===== config.mk =====
export PLATFORM = sky130hd
export DESIGN_NAME = alu_seq
export DESIGN_NICKNAME = d
export VERILOG_FILES = /design/src/rtl/alu_seq.sv
export SDC_FILE = /design/constraint.sdc
export NUM_CORES = 1
export LEC_CHECK = 0
export CORE_ASPECT_RATIO = 1.1
export CORE_MARGIN = 3
export CORE_UTILIZATION = 60
export DETAILED_ROUTE_END_ITERATION = 10
export DONT_BUFFER_PORTS = 1
export GPL_TIMING_DRIVEN = 1
export PLACE_DENSITY = 0.85
export REMOVE_ABC_BUFFERS = 1
export SETUP_SLACK_MARGIN = 0.1
export SLEW_MARGIN = 10
export SYNTH_ARGS = -nofsm -noshare
export SYNTH_HDL_FRONTEND = slang
export SYNTH_SLANG_ARGS = --single-unit

===== constraint.sdc =====
create_clock -name clk -period 5.7 [get_ports clk]
set_input_delay 0.57 -clock clk [delete_from_list [all_inputs] [get_ports clk]]
set_output_delay 0.57 -clock clk [all_outputs]
set_load 0.005 [all_outputs]

===== src/rtl/alu_seq.sv =====
// alu_seq: registered ALU with a valid/ready request interface.
// Single-cycle ops (ADD..SRA) complete one edge after acceptance.
// Define ALU_MULDIV_EN to build the iterative MUL/MULHU/DIVU/REMU unit
// (shift-add multiply, restoring divide, one step per clock). Without it,
// opcodes 10-13 are reported as illegal and in_ready is constant 1.
module alu_seq #(
  parameter int WIDTH = 32
) (
  input  logic             clk,
  input  logic             rst,
  input  logic             in_valid,
  output logic             in_ready,
  input  logic [3:0]       Opc,
  input  logic [WIDTH-1:0] a,
  input  logic [WIDTH-1:0] b,
  output logic             out_valid,
  output logic [WIDTH-1:0] w,
  output logic             Zero,
  output logic             illegal
);

  localparam int SHW = $clog2(WIDTH);

  localparam logic [3:0] OP_ADD   = 4'd0;
  localparam logic [3:0] OP_SUB   = 4'd1;
  localparam logic [3:0] OP_AND   = 4'd2;
  localparam logic [3:0] OP_OR    = 4'd3;
  localparam logic [3:0] OP_XOR   = 4'd4;
  localparam logic [3:0] OP_SLT   = 4'd5;
  localparam logic [3:0] OP_SLTU  = 4'd6;
  localparam logic [3:0] OP_SLL   = 4'd7;
  localparam logic [3:0] OP_SRL   = 4'd8;
  localparam logic [3:0] OP_SRA   = 4'd9;
`ifdef ALU_MULDIV_EN
  localparam logic [3:0] OP_MUL   = 4'd10;
  localparam logic [3:0] OP_MULHU = 4'd11;
  localparam logic [3:0] OP_DIVU  = 4'd12;
  localparam logic [3:0] OP_REMU  = 4'd13;
`endif

  // Registered outputs
  logic [WIDTH-1:0] w_reg, w_next;
  logic             zero_reg, zero_next;
  logic             illegal_reg, illegal_next;
  logic             out_valid_reg, out_valid_next;

  // Single-cycle result for the opcode currently on the inputs
  logic [WIDTH-1:0] alu_res;
  logic             alu_illegal;

  // Combinational single-cycle datapath; unsupported codes flag illegal
  always_comb begin
    alu_res     = '0;
    alu_illegal = 1'b0;
    case (Opc)
      OP_ADD:  alu_res = a + b;
      OP_SUB:  alu_res = a - b;
      OP_AND:  alu_res = a & b;
      OP_OR:   alu_res = a | b;
      OP_XOR:  alu_res = a ^ b;
      OP_SLT:  alu_res = {{(WIDTH-1){1'b0}}, ($signed(a) < $signed(b))};
      OP_SLTU: alu_res = {{(WIDTH-1){1'b0}}, (a < b)};
      OP_SLL:  alu_res = a << b[SHW-1:0];
      OP_SRL:  alu_res = a >> b[SHW-1:0];
      OP_SRA:  alu_res = $unsigned($signed(a) >>> b[SHW-1:0]);
`ifdef ALU_MULDIV_EN
      // Handled by the iterative unit; the value here is never used.
      OP_MUL, OP_MULHU, OP_DIVU, OP_REMU: alu_res = '0;
`endif
      default: begin
        alu_res     = '0;
        alu_illegal = 1'b1;
      end
    endcase
  end

`ifdef ALU_MULDIV_EN
  typedef enum logic {IDLE, RUN} state_t;

  state_t           state_reg, state_next;
  logic [SHW-1:0]   cnt_reg, cnt_next;
  // hi/lo form the 2*WIDTH working register: partial product for MUL,
  // {remainder, dividend/quotient} for DIV.
  logic [WIDTH-1:0] hi_reg, hi_next;
  logic [WIDTH-1:0] lo_reg, lo_next;
  // Multiplicand for MUL, divisor for DIV
  logic [WIDTH-1:0] opnd_reg, opnd_next;
  logic             op_div_reg, op_div_next;
  logic             op_hi_reg, op_hi_next;

  logic             is_multi;
  logic [WIDTH:0]   mul_sum;
  logic [WIDTH-1:0] mul_hi, mul_lo;
  logic [WIDTH:0]   div_shift, div_diff;
  logic             div_ge;
  logic [WIDTH-1:0] div_hi, div_lo;
  logic [WIDTH-1:0] step_hi, step_lo;

  assign is_multi = (Opc == OP_MUL) || (Opc == OP_MULHU) ||
                    (Opc == OP_DIVU) || (Opc == OP_REMU);

  // One iteration of shift-add multiply and restoring divide
  always_comb begin
    mul_sum   = {1'b0, hi_reg} + (lo_reg[0] ? {1'b0, opnd_reg} : '0);
    mul_hi    = mul_sum[WIDTH:1];
    mul_lo    = {mul_sum[0], lo_reg[WIDTH-1:1]};
    div_shift = {hi_reg, lo_reg[WIDTH-1]};
    div_ge    = (div_shift >= {1'b0, opnd_reg});
    div_diff  = div_shift - {1'b0, opnd_reg};
    // With a zero divisor every step subtracts nothing: quotient becomes
    // all ones and the remainder ends up equal to the dividend.
    div_hi    = div_ge ? div_diff[WIDTH-1:0] : div_shift[WIDTH-1:0];
    div_lo    = {lo_reg[WIDTH-2:0], div_ge};
    step_hi   = op_div_reg ? div_hi : mul_hi;
    step_lo   = op_div_reg ? div_lo : mul_lo;
  end

  assign in_ready = (state_reg == IDLE);
`else
  assign in_ready = 1'b1;
`endif

  // Next-state and output logic for request acceptance and completion
  always_comb begin
    w_next         = w_reg;
    zero_next      = zero_reg;
    illegal_next   = illegal_reg;
    out_valid_next = 1'b0;
`ifdef ALU_MULDIV_EN
    state_next     = state_reg;
    cnt_next       = cnt_reg;
    hi_next        = hi_reg;
    lo_next        = lo_reg;
    opnd_next      = opnd_reg;
    op_div_next    = op_div_reg;
    op_hi_next     = op_hi_reg;
    case (state_reg)
      IDLE: begin
        if (in_valid) begin
          if (is_multi) begin
            state_next  = RUN;
            cnt_next    = SHW'(WIDTH - 1);
            op_div_next = Opc[2];
            op_hi_next  = Opc[0];
            hi_next     = '0;
            if (Opc[2]) begin
              opnd_next = b;
              lo_next   = a;
            end else begin
              opnd_next = a;
              lo_next   = b;
            end
          end else begin
            w_next         = alu_res;
            zero_next      = ~|alu_res;
            illegal_next   = alu_illegal;
            out_valid_next = 1'b1;
          end
        end
      end
      RUN: begin
        hi_next  = step_hi;
        lo_next  = step_lo;
        cnt_next = cnt_reg - 1'b1;
        if (cnt_reg == '0) begin
          state_next     = IDLE;
          cnt_next       = '0;
          w_next         = op_hi_reg ? step_hi : step_lo;
          zero_next      = ~|(op_hi_reg ? step_hi : step_lo);
          illegal_next   = 1'b0;
          out_valid_next = 1'b1;
        end
      end
      default: state_next = IDLE;
    endcase
`else
    if (in_valid) begin
      w_next         = alu_res;
      zero_next      = ~|alu_res;
      illegal_next   = alu_illegal;
      out_valid_next = 1'b1;
    end
`endif
  end

  // Output registers; reset abandons any operation in flight
  always_ff @(posedge clk) begin
    if (rst) begin
      w_reg         <= '0;
      zero_reg      <= 1'b1;
      illegal_reg   <= 1'b0;
      out_valid_reg <= 1'b0;
    end else begin
      w_reg         <= w_next;
      zero_reg      <= zero_next;
      illegal_reg   <= illegal_next;
      out_valid_reg <= out_valid_next;
    end
  end

`ifdef ALU_MULDIV_EN
  // FSM state, iteration counter and working registers
  always_ff @(posedge clk) begin
    if (rst) begin
      state_reg  <= IDLE;
      cnt_reg    <= '0;
      hi_reg     <= '0;
      lo_reg     <= '0;
      opnd_reg   <= '0;
      op_div_reg <= 1'b0;
      op_hi_reg  <= 1'b0;
    end else begin
      state_reg  <= state_next;
      cnt_reg    <= cnt_next;
      hi_reg     <= hi_next;
      lo_reg     <= lo_next;
      opnd_reg   <= opnd_next;
      op_div_reg <= op_div_next;
      op_hi_reg  <= op_hi_next;
    end
  end
`endif

  assign w         = w_reg;
  assign Zero      = zero_reg;
  assign illegal   = illegal_reg;
  assign out_valid = out_valid_reg;

endmodule


==> images/clk_routes.png <==
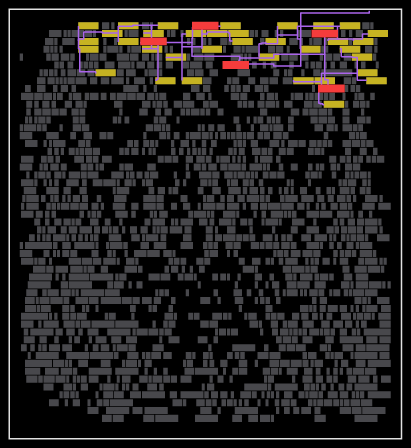
legend:
  red:
    item: clock drivers
    count: 5
  purple:
    item: clock wires
    length: 457 µm
  yellow:
    item: flip-flops
    count: 35
routed clock nets: 6
flops lie: a band across the top
Clock power frac: 0.208
Setup Skew: 0 ps
Latency at later pin: 280 ps
clock-net power: 317 µW

==> images/cell_density.png <==
The die is cut into 14 by 15 equal tiles; dark blue is low, red is high, 0 to 100% covered.
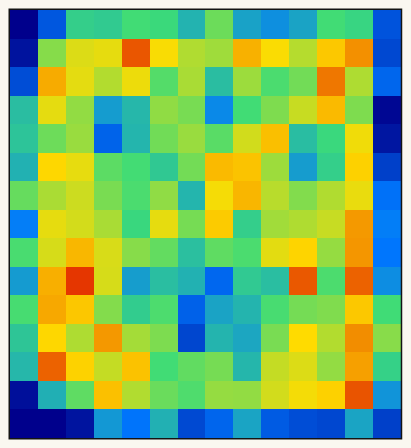
tiles over 75% full: 17%
fullest tile: 94%
nearly empty tiles: 1.9%
mean over tiles: 54%
FP Util: 0.6176
post-layout util: 0.6192
core area: 17870 µm²

==> images/logic_types.png <==
The bar under the picture is 50 µm long.
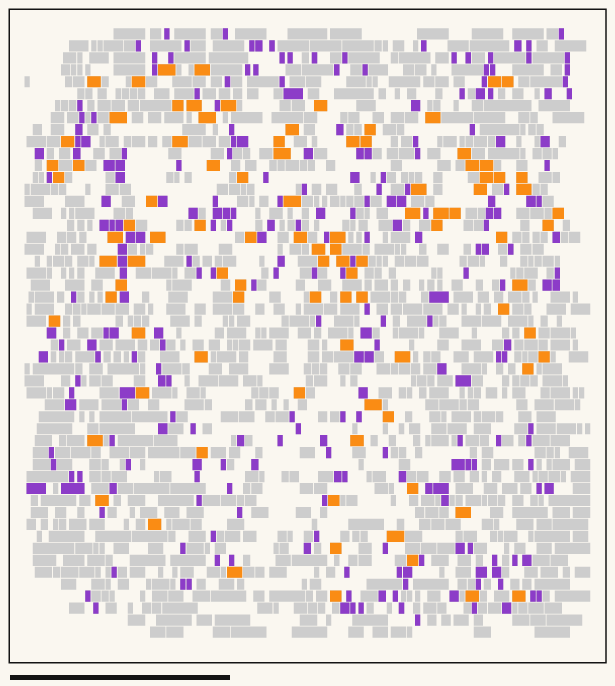
legend:
  purple:
    family: nor cells
    cells: 253
    where: all over the die
  orange:
    family: non-inverting ao/oa cells
    cells: 96
Commonest Layout Cell: nor2_1
final std cells w/o fill: 1665
Comb area share: 0.8491

==> images/congestion.png <==
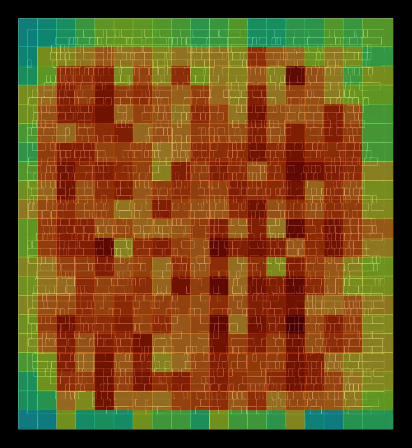
M1 GR Usage: 0.6243
GR Util met3: 0.1394
Avg WL per Cell: 29.75 µm
Top Usage Layer GRT: met2
GRT met2 Usage: 0.7099

==> images/wires.png <==
The bar under the picture is 50 µm long.
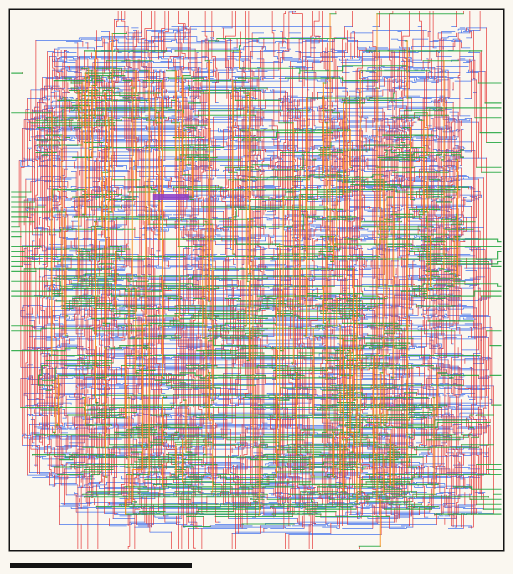
legend:
  red:
    layer: metal 2
    wire_length: 20.7 mm
  purple:
    layer: metal 5
    wire_length: 8.30 µm
  green:
    layer: metal 3
    wire_length: 7270 µm
  orange:
    layer: metal 4
    wire_length: 3510 µm
  blue:
    layer: metal 1
    wire_length: 18000 µm
Total GRT Usage: 0.4765
final wirelength: 49.54 mm
routed vias: 13095

==> results.tsv <==
stage	metric	value	unit
floorplanning	chipArea	20060	µm²
power	p_int	833.0	µW
layout	diodes	0	
clock_network	clockBufferDepth	2	
power	netSwitchingFraction	0.4526	
grt	grt_max_degree	103	
floorplanning	rows	51	
power	power_frac_comb	0.607	
worst_setup_path	crit_arrival	4690	ps
synth	ys_area	11040	µm²
synth	synth_area_per_cell	7.208	µm²
layout	syn_to_final_growth	0.2493	%
grt	grt_pass1_wl	74.23	mm
clock_network	post_cts_buffers	0	
run_status	outcome	completed	
floorplanning	fp.dieH	148.2	µm
synth	synthCells	1531	
layout	largest_register_ffs	32	
grt	grt_pass1_vias	12254	
placed_design	place_congestion	1.161	
synth	edf_count	0	
sta	setup_viol	0	
layout	finish.instance_area	11060	µm²
power	seqPwrFrac	0.185	
synth	flop_cell	dfxtp_1	
synth	synthesis.area	11040	µm²
layout	layout_top_cells	nor2_1 (162), nand2_1 (122), a21oi_1 (109)	
sta	grt_setup_unrepaired	no	
power	power.total	1.522	mW
clock_network	clk_pin_slew	50	ps
power	peakVddDrop	0.1091	mV
power	p_leak	4.418	nW
job	warning_count	92	
worst_setup_path	critPathTopFamily	AND-OR/OR-AND gates	
worst_setup_path	cp-start-kind	input pin	
sta	slew_headroom	0.2855	
job	max_cap_violations	0	
sta	min_period	4468	ps
sta	max_freq	223.8	MHz
sta	hold_violations	0	
routing	drtIter0Drc	2410	
synth	synthArstFlopShare	0	
floorplanning	io_pins	107	
clock_network	cts_resized	0	
routing	detail-route-antenna-nets	0	
## power groups by stage
stage | Sequential (mW) | Clock (mW) | Combinational, mW
5_1_grt | 0.282 | 0.330 | 0.975
2_1_floorplan | 0.281 | 0 | 0.632
3_3_place_gp | 0.286 | 0 | 0.867
4_1_cts | 0.281 | 0.319 | 0.878
6_report | 0.281 | 0.317 | 0.924
3_5_place_dp | 0.286 | 0 | 0.872
## cell families after synthesis
logic type / after synthesis / share of synthesized area
muxes: 138 / 0.1754
buffers and inverters: 225 / 0.08651
other: 1 / 0.0003398
DFF: 35 / 0.06349
adders and majority gates: 99 / 0.1136
AOI/OAI and AO/OA: 526 / 0.3336
and+or+nand+nor: 494 / 0.2168
xor gates and xnor gates: 13 / 0.01032
## area by class of cell
type	count	area [µm²]
Tap cell	238	297.8
Sequential cell	35	700.7
Clock buffer	6	138.9
Inverter	97	364.1
Clock inverter	2	35.03
Timing Repair Buffer	16	132.6
Multi-Input combinational cell	1271	9394
Fill cell	1701	6804
## synthesized netlist by cell type, types with 7 or more instances
cell       instances  area share
a2111oi_0          9      0.0071
a211o_1           10      0.0079
a211oi_1          47       0.032
a21o_1            30       0.020
a21oi_1          109       0.049
a221oi_1           9      0.0071
a22oi_1           16       0.011
a311oi_1          14       0.011
a31oi_1           22       0.012
and2_1             8      0.0045
buf_1             14      0.0048
buf_2             28       0.013
clkbuf_1          74       0.025
dfxtp_1           35       0.063
ha_1              97        0.11
inv_1             96       0.033
mux2_2            41       0.042
mux2i_1           54       0.049
mux4_2            34       0.069
nand2_1          122       0.041
nand2b_1          10      0.0057
nand3_1           31       0.014
nand4_1           20       0.011
nor2_1           163       0.055
nor2b_1           22       0.012
nor3_1            33       0.015
nor4_1            24       0.014
o2111ai_1         11      0.0087
o211a_1            8      0.0073
o211ai_1          37       0.025
o21a_1            15       0.010
o21ai_0           71       0.032
o21bai_1          13      0.0088
o221ai_1          11      0.0087
o22ai_1           17      0.0096
o31ai_1           11      0.0075
o32ai_1            7      0.0056
or2_2             11      0.0062
or3_1             11      0.0062
xnor2_1           11      0.0087
## metrics by stage
stage / setup WS (ps) / util / std cells
global route: 989.4 / 0.6192 / 1665
floorplan: 916.1 / - / 1403
CTS: 1448 / 0.6192 / 1665
detailed placement: 1188 / 0.6095 / 1657
global placement: 1184 / 0.6095 / 1657
finish: 1232 / 0.6192 / 1665
## worst reg2reg max path: stages, from the launching register on
cell and delay [ps]:
dfxtp_1 350, nor2_1 60, a311oi_1 310
## routing by layer
metal  vias to the layer above  routed length (µm)  part of all wire
met3                       243                7267              0.15
met4                         2                3508             0.071
li1                       5598                   -                 -
met5                         -                   8           0.00016
met2                      1234               20720              0.42
met1                      6018               18040              0.36
## final timing paths
| kind | startpoint | endpoint | slack, ps | depth (start not counted) |
|---|---|---|---|---|
| worst min register to register | illegal | illegal | 480 | 2 |
| worst min-delay path | rst | w[30] | 360 | 1 |
| worst max-delay path | b[0] | Zero | 1230 | 14 |
| worst max register to register | w[5] | w[5] | 4870 | 2 |
Power figures rest on the tool's default switching activity, not on a simulated workload.
